--- src/rtl/imm_gen.sv ---
// RV32I immediate generator: decodes the opcode, extracts and extends the
// immediate for each instruction format, and registers value plus format code.
module imm_gen #(
    parameter int unsigned XLEN = 32
) (
    input  logic            clk,
    input  logic            rst_n,
    input  logic            en,
    input  logic [31:0]     instruction,
    output logic [XLEN-1:0] imm_result,
    output logic [2:0]      imm_type
);

    localparam int unsigned OPC_W = 7;
    localparam int unsigned TYP_W = 3;

    localparam logic [OPC_W-1:0] OPC_LOAD   = 7'b0000011;
    localparam logic [OPC_W-1:0] OPC_OP_IMM = 7'b0010011;
    localparam logic [OPC_W-1:0] OPC_AUIPC  = 7'b0010111;
    localparam logic [OPC_W-1:0] OPC_STORE  = 7'b0100011;
    localparam logic [OPC_W-1:0] OPC_LUI    = 7'b0110111;
    localparam logic [OPC_W-1:0] OPC_BRANCH = 7'b1100011;
    localparam logic [OPC_W-1:0] OPC_JALR   = 7'b1100111;
    localparam logic [OPC_W-1:0] OPC_JAL    = 7'b1101111;
    localparam logic [OPC_W-1:0] OPC_SYSTEM = 7'b1110011;

    localparam logic [TYP_W-1:0] TYPE_NONE  = 3'd0;
    localparam logic [TYP_W-1:0] TYPE_I     = 3'd1;
    localparam logic [TYP_W-1:0] TYPE_S     = 3'd2;
    localparam logic [TYP_W-1:0] TYPE_B     = 3'd3;
    localparam logic [TYP_W-1:0] TYPE_U     = 3'd4;
    localparam logic [TYP_W-1:0] TYPE_J     = 3'd5;
    localparam logic [TYP_W-1:0] TYPE_SHAMT = 3'd6;

    logic [OPC_W-1:0] opcode;
    logic [2:0]       funct3;
    logic             sign;
    logic [XLEN-1:0]  imm_c;
    logic [TYP_W-1:0] type_c;

    assign opcode = instruction[6:0];
    assign funct3 = instruction[14:12];
    assign sign   = instruction[31];

    // Format decode and immediate assembly; unknown opcodes yield zero/none.
    always_comb begin
        imm_c  = '0;
        type_c = TYPE_NONE;
        case (opcode)
            OPC_LOAD, OPC_JALR, OPC_SYSTEM: begin
                imm_c  = {{20{sign}}, instruction[31:20]};
                type_c = TYPE_I;
            end
            OPC_OP_IMM: begin
                // Shifts carry funct7 in [31:25]; only the 5-bit shamt is an operand.
                if (funct3 == 3'b001 || funct3 == 3'b101) begin
                    imm_c  = {27'b0, instruction[24:20]};
                    type_c = TYPE_SHAMT;
                end else begin
                    imm_c  = {{20{sign}}, instruction[31:20]};
                    type_c = TYPE_I;
                end
            end
            OPC_STORE: begin
                imm_c  = {{20{sign}}, instruction[31:25], instruction[11:7]};
                type_c = TYPE_S;
            end
            OPC_BRANCH: begin
                imm_c  = {{19{sign}}, instruction[31], instruction[7],
                          instruction[30:25], instruction[11:8], 1'b0};
                type_c = TYPE_B;
            end
            OPC_LUI, OPC_AUIPC: begin
                imm_c  = {instruction[31:12], 12'b0};
                type_c = TYPE_U;
            end
            OPC_JAL: begin
                imm_c  = {{11{sign}}, instruction[31], instruction[19:12],
                          instruction[20], instruction[30:21], 1'b0};
                type_c = TYPE_J;
            end
            default: begin
                imm_c  = '0;
                type_c = TYPE_NONE;
            end
        endcase
    end

    // Output register; reset wins over enable, en=0 stalls.
    always_ff @(posedge clk) begin
        if (!rst_n) begin
            imm_result <= '0;
            imm_type   <= TYPE_NONE;
        end else if (en) begin
            imm_result <= imm_c;
            imm_type   <= type_c;
        end
    end

endmodule

--- config.mk ---
export PLATFORM = sky130hd
export DESIGN_NAME = imm_gen
export DESIGN_NICKNAME = d
export VERILOG_FILES = /design/src/rtl/imm_gen.sv
export SDC_FILE = /design/constraint.sdc
export NUM_CORES = 1
export LEC_CHECK = 0
export CORE_ASPECT_RATIO = 1.75
export CORE_MARGIN = 8
export CORE_UTILIZATION = 33
export CTS_BUF_LIST = sky130_fd_sc_hd__clkbuf_16
export CTS_CLUSTER_DIAMETER = 30
export DETAILED_ROUTE_END_ITERATION = 16
export PLACE_DENSITY = 0.68
export SETUP_SLACK_MARGIN = 0.1
export SYNTH_ARGS = -nofsm -noshare
export SYNTH_HDL_FRONTEND = slang
export SYNTH_SLANG_ARGS = --single-unit
export TNS_END_PERCENT = 5
--- constraint.sdc ---
create_clock -name clk -period 1.51 [get_ports clk]
set_input_delay 0.151 -clock clk [delete_from_list [all_inputs] [get_ports clk]]
set_output_delay 0.151 -clock clk [all_outputs]
set_load 0.05 [all_outputs]
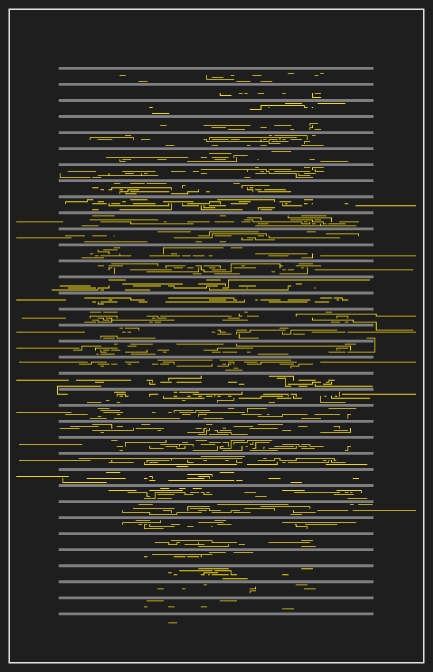
(metal 1)
Supply wires on this layer in gray.
share of all routed wire: 39%
main direction: horizontal
nets with wire on the layer: 299
final wirelength: 5.779 mm
Global Route met1 Usage: 15.30%
vias after detailed routing: 1896

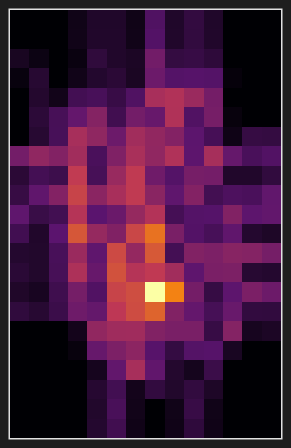
(wire density map)
14 x 22 tiles, from black (low) to pale yellow (high), scaled to the fullest tile. Values are wire area over tile area, all layers added.
nearly empty tiles: 21%
mean over tiles: 0.12
densest ninth of the die: center
routed wire length per instance: 16.42 µm
total global-route track usage: 14.43%

==> impl_metrics.csv <==
group,metric,value,unit
pwr,static-leakage-power,0.001140,µW
placed_design,port_buffers,69,
placed_design,place_worst_setup_slack,-1041,ps
worst_setup_path,crit_type,"in -> reg",
clock_network,cts-htree-levels,2,
grt,grt_start_max_net_pins,18,
worst_setup_path,worst-path-buf-inv,3,
route,final_ant_viol_nets,0,
grt,globalRouteOverflowTotal,0,
worst_setup_path,cp_data_arrival_time,1640,ps
logic_synthesis,yosys.cell_types.count,38,
clock_network,tritoncts,"yes",
logic_synthesis,top_cells_by_area,"dfxtp_1 (42%), o21ai_0 (6.2%), a21oi_1 (5.3%), a22oi_1 (4.9%), a211oi_1 (4.5%)",
cells_and_area,design_area,2868,µm²
logic_synthesis,synth-cells-yosys,192,
timing,setup_viol,0,
logic_synthesis,synth_sequential_area_ratio,41.57,%
route,avgViaCountPerCell,5.386,
placed_design,placed_cells_incl_taps,338,
logic_synthesis,postSynthCellCount,192,
timing,final_min_period_over_clock_period,95.62,%
cells_and_area,fin_util,58.11,%
logic_synthesis,synth_largest_type_area_fraction,41.57,%
route,drt_pre_antenna_iters,4,
route,drt_first_iter_violations,109,
logic_synthesis,synth_area,1685,µm²
logic_synthesis,yosys_register_bits,35,
logic_synthesis,syn_nets,227,
worst_setup_path,timing.critical_path.required,1700,ps
cells_and_area,layout_cells_sized_above_1,38.59,%
clock_network,tritoncts_num_sinks,35,
worst_setup_path,start_kind,"primary input",
worst_setup_path,crit_path_end_kind,"flop",
die,chip_area,7740,µm²
worst_setup_path,cp_common_cell,"buf_6",
worst_setup_path,crit_path_cell_trace,"buf_6 -> or4_4 -> nor3b_4 -> buf_6 -> o31ai_2 -> buf_4 -> a211oi_2",
timing,tightestPinTransition,421.4,ps
cells_and_area,area.growth.synth_to_final,70.16,%
cells_and_area,count_of_antenna_diodes_in_the_layout,0,
clock_network,cts.root.buffer_cell,"clkbuf_16",
logic_synthesis,ys_area,1685,µm²
die,row_count,34,
logic_synthesis,netlist.top_cell.by_instances,"dfxtp_1",
timing,fin_worst_hold_slack,302.2,ps
job,maxCapViolCount,0,
run_status,status,"complete, no violations",
die,io_pins,70,
pwr,power,2404,µW
timing,hold_violations,0,
## cell families (layout without fill, tap and decap cells)
family	count (synthesis)	after routing	synth area share (%)
compound gates	71	71	26.80
simple gates	69	69	26.21
flops	35	35	41.57
buf+inv	14	120	3.786
xor+xnor	2	2	1.040
mux	1	1	0.5939
## final cells by class
class / instances / area, µm²
fill: 455 / 2067
multi-input combinational: 143 / 1005
timing repair buffer: 111 / 922.1
sequential: 35 / 700.7
clock buffer: 5 / 125.1
tap: 54 / 67.56
clock inverter: 3 / 43.79
inverter: 1 / 3.754
## layer usage
layer	wire length, µm	up-vias	global-route usage, %	part of all wire [%]
met5	0	-	0	0
met3	326	9	4.211	5.6
li1	-	932	-	-
met2	3108	69	26.09	54
met4	93	0	4.717	1.6
met1	2250	886	15.30	39
## flip-flops by register name, indices dropped and copies added, names as in the netlist
name	flops
imm_type	3
imm_result	32
## layout by cell type, fill, tap and decap left out, types with 7 or more instances in the layout
cell and n:
buf_4 75, a21oi_1 18, o21ai_0 19, nand2_1 8
a211oi_2 7, nand3_1 9, nor2b_1 9, clkdlybuf4s50_1 25
a22oi_1 11, dfxtp_1 35, nand3b_1 9
## path summary, 6_finish.rpt
check	from	to	slack, ps	cells after the start
worst max register to register	imm_result[0]	imm_result[0]	590	3
worst min-delay path	instruction[13]	imm_result[13]	300	3
worst max-delay path	instruction[5]	imm_result[13]	70	7
worst min register to register	imm_result[11]	imm_result[11]	460	2
## repair_timing
item | in CTS | in global routing
gates resized | 46 | 5
setup endpoints to repair | 35 | 30
hold endpoints to repair | 0 | 0
gates cloned | 0 | 1
hold buffers | 0 | 0
pin swaps | 7 | 2
setup buffers | 5 | 0
## power breakdown
group	switching [µW]	total (µW)	internal (µW)
combinational	146	313	167
clock	385	1160	777
sequential	1.94	929	927
Power figures rest on the tool's default switching activity, not on a simulated workload.
